Design branch_res_station, sky130hd; sources not shown.
Figure 1. Wiring by layer.
Drawn at 1 px/um.
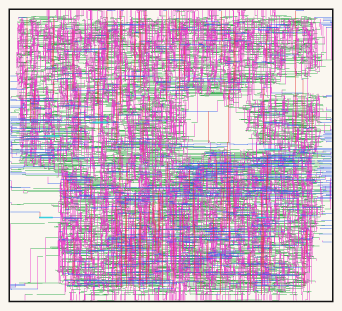
met1: in green, wire length 63.3 mm. met2: in magenta, wire length 64.3 mm. met5: in cyan, wire length 61.6 um. met3: in blue, wire length 11400 um. met4: in red, wire length 4060 um.
final WL: 143000 um
combined global-route utilization of all metal layers: 29.4%
number of vias in the routed layout: 32.8k
post-detailed-route wirelength per cell: 28.7 um

Figure 2. Placed cells, one color a class.
Drawn at 1 px/um.
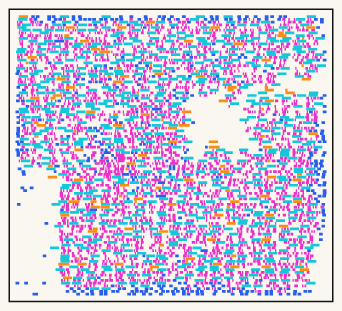
flip-flops: in cyan, cells 607, share of their area 39%. all other logic: in magenta, cells 2679, share of their area 45%. clock drivers and dummy loads: in orange, cells 125, share of their area 6.1%. other buffers and delay cells: in blue, cells 403, share of their area 10%.
standard cell core area: 87400 um^2
post-route core utilization: 46.2%
share of the final layout cell area in sequential cells: 37.6%
cell row count: 103
post-route cell area: 40300 um^2

Figure 3. Cell area per tile.
Drawn at 1 px/um. The die is cut into 32 by 29 equal tiles; black is low, pale yellow is high, 0 to 100% covered.
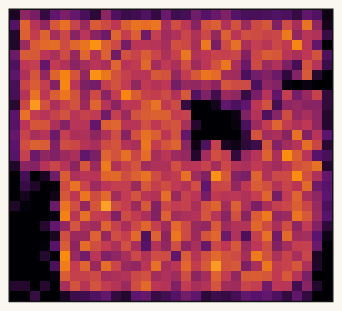
The fullest tile reaches 80%. 0.90% of the tiles are over 75% full. 7.8% of the tiles are nearly empty. The emptiest ninth of the die: lower left. The mean over all tiles is 42%.
starting density of the core: 39.1%

Figure 4. Clock routing.
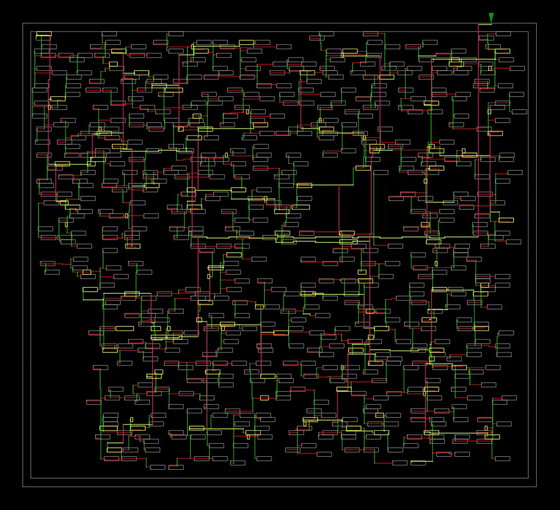
total CTS buffers: 73
number of clock sinks seen by CTS: 607
clock tree skew after final layout: 0.0225 ns

==> summary.txt <==
Physical implementation status

The share of total power in the clock network stands at 45.3%. The buffer depth of the longest clock path stands at 3. The clock-pin transition on the worst setup and hold timing paths stands at 0.06 ns. The die width stands at 322 um.

The number of synthesis warnings stands at 0. Headroom to the max-slew limit came out at 20.8%. The number of distinct library cells after synthesis stands at between 60 and 70. The register with the most flip-flops in the layout has 604 of them. Per the synth stats, the flop cell with the highest instance count is dfrtp_1. The maximum number of pins on one net before global-route repair stands at roughly 200. Per the layout area report, the register area comes to 15200 um^2. In this run the power density over the cells is 149 nW/um^2. The transition time recorded at the tightest slew-check pin is ~1.2 ns.

The setup slack after placement stands at about 3.7 ns. The final setup TNS stands at 0 ns. The tool warning count for the run is between 40 and 50. The final worst-path setup slack stands at ~3 ns. The met1 track demand over resource in global routing stands at 41.6%. The path depth of the worst reg2reg path stands at 14. The via count of the first global-routing pass stands at ~34k. For this run, the register share of the synthesized area comes to 44.4%. After detailed routing, the number of vias per cell comes to 6.59.

In the global route stage, met3 resource usage came out at 6.16%. The synthesized net count stands at 3916. For the finished layout, the period the worst path requires is roughly 6.9 ns. The share of total power in combinational logic stands at ~11%.

The post-synth design cell area stands at 34200 um^2. STA classifies the critical path endpoint as an output pin. In this run the layout overhead on the synthesized area is reported as 18.0%. The first-pass iteration count of the detailed router stands at 5.

The most common logic cell in the final layout is dfrtp_1. The power report puts the net switching power at 1.64 mW. The tree is rooted in a clkbuf_16.

In this run the tool buffered the top-level ports with 333 buffer cells. The total setup buffers inserted after CTS stands at 0. The cell depth of the worst min-delay path stands at 2. The worst setup path is launched from a flip-flop.

Looking at the VDD voltage map, the peak drop is 0.111 mV. The min-delay analysis places its worst path in the category reg2reg. The register-to-register setup slack stands at approximately 4.4 ns. The full die area stands at 93700 um^2. In the synthesis report, Yosys lists the chip area as 34200 um^2.

The flip-flop and latch count after synthesis stands at about 610. Per the Yosys statistics, synthesis produced 3719 cells. The final max-slew violation count stands at 0. The gate count after technology mapping stands at 3719.

TritonCTS built the clock tree. For this design the static power due to leakage is 17.3 nW. Per the GRT log, the top usage layer is met2.

Setup repair after global routing left no endpoint under its margin. Looking at the setup timing report, the critical path kind is reg2out. In this run, synthesis inferred 0 flip-flops with an integrated enable. The net total in the final layout stands at approximately 4.0k. The standard cell area after detailed placement stands at 37900 um^2. The ratio of cells with drive above 1 in the final layout stands at 5.72%. The area taken by multi-input logic gates stands at 17300 um^2. The script parses the final routing iteration and logs DRC violations as 0. The run finished with clean final reports. The count of maximum capacitance violations stands at 0. The design draws 6.02 mW. The switching portion of total power stands at 27.2%. The vertical die dimension stands at 291 um.

The number of antenna violations at the first check in global routing is 23. The power report attributes to the sequential group a share of 43.9%. The internal cell power stands at 4.38 mW. The first global-routing pass estimated 216000 um of wire. Each instance of the synthesized netlist takes up on average slightly above 9 um^2. After clock tree synthesis, the repair step resized 0 gates. Counting flops with an async set or reset pin after synthesis yields a share of 100%. The top achievable clock speed stands at between 0.1 and 0.15 GHz. The data required time of the worst path stands at 8.00 ns.

The final timing summary puts the cycle share of the worst path at 69.4%. The global-route track usage on met2 stands at ~45%. The highest fanout seen on the critical path stands at about 57. The final antenna-violating net count stands at 0. After global routing the overflow that remains totals 0. Per the CTS log, the maximum H-tree level is 3. The number of DRC violations after detailed-routing iteration 0 stands at 3268.

The quantity of hold-fixing buffers added after cts stands at 0. Summed over all nets, the half-perimeter wirelength after detailed placement is about 80000 um. The total setup violations reported at the end of the flow stands at 0. The skew report gives the latency at the later pin of the worst-skew pair as 0.64 ns.

The data arrival time reported for the critical path is 4.94 ns. The final layout report lists a filler cell count of 9793. Ranking logic cells in the layout by count gives the top entries 607 x dfrtp_1, 542 x nand2_1, 511 x nor2_1.

334 I/O pins were placed. Counting endpoints that fail hold in the final report gives 0.
[per-stage QoR]
| stage | utilization [%] | instances | hold WS (ns) |
|---|---|---|---|
| final | 46.2 | 4984 | 0.483 |
| after global routing | 46.2 | 4980 | 0.509 |
| after CTS | 46.0 | 4966 | 0.486 |
| after detailed placement | 43.3 | 4841 | 0.473 |
| after global placement | 43.3 | 4841 | 0.463 |
| after floorplan | - | 3719 | 0.450 |
[synth_stat cells (54+ instances only)]
| cell type | count | share of area [%] |
|---|---|---|
| buf_2 | 106 | 1.6 |
| mux2i_1 | 208 | 6.1 |
| a211oi_1 | 84 | 1.8 |
| dfrtp_1 | 607 | 44 |
| nand2_1 | 545 | 6.0 |
| nor3_1 | 73 | 1.1 |
| o22ai_1 | 63 | 1.2 |
| clkbuf_1 | 278 | 3.1 |
| a22oi_1 | 162 | 3.6 |
| a221o_1 | 140 | 4.1 |
| nor2_1 | 513 | 5.6 |
| o211ai_1 | 54 | 1.2 |
| a311oi_1 | 168 | 4.3 |
| o21ai_0 | 64 | 0.94 |
| a221oi_1 | 129 | 3.3 |
| a22o_1 | 87 | 2.2 |
[logic make-up (layout without fill, tap and decap cells)]
kind of cell / after synthesis / count (layout) / synth area share (%)
AND-OR/OR-AND: 1182 / 1182 / 28.0
XOR/XNOR: 40 / 40 / 1.02
adder cells (fa/ha/maj): 5 / 5 / 0.205
buffers and inverters: 441 / 536 / 5.48
flip-flops: 607 / 607 / 44.4
multiplexers: 208 / 208 / 6.09
other: 0 / 15 / 0
AND/OR/NAND/NOR: 1236 / 1236 / 14.7
[worst max-delay path, stage by stage (launching register included)]
cell and delay (ns):
dfrtp_1 0.49, and3_1 0.42, nor2b_4 0.85, buf_4 0.85
a22oi_1 0.14, nor2_1 0.16, a221o_1 0.40, clkdlybuf4s50_1 0.90
[layer usage]
| layer | up-vias | share of wire (%) | wire length, um |
|---|---|---|---|
| met2 | 1353 | 45 | 64300 |
| met4 | 10 | 2.8 | 4060 |
| met3 | 222 | 8.0 | 11400 |
| met1 | 17200 | 44 | 63300 |
| met5 | - | 0.043 | 61 |
| li1 | 14100 | - | - |
[final cells by class]
class / count / area share [%]
diodes: 15 / 0.0930
multi-input cells: 2671 / 42.9
inverters: 8 / 0.0744
clock inverters: 19 / 0.648
well taps: 1155 / 3.58
flip-flops and latches: 607 / 37.6
repair buffers: 403 / 9.90
clock buffers: 106 / 5.21
[power by group through the flow]
| stage | Combinational [mW] | Sequential (mW) | Clock (mW) |
|---|---|---|---|
| floorplan | 0.345 | 2.66 | 0 |
| global placement | 0.631 | 2.68 | 0 |
| detailed placement | 0.642 | 2.68 | 0 |
| CTS | 0.645 | 2.63 | 2.77 |
| global route | 0.705 | 2.65 | 2.87 |
| finish | 0.654 | 2.64 | 2.72 |
No activity file was given, so power comes from the tool's default toggle rates.
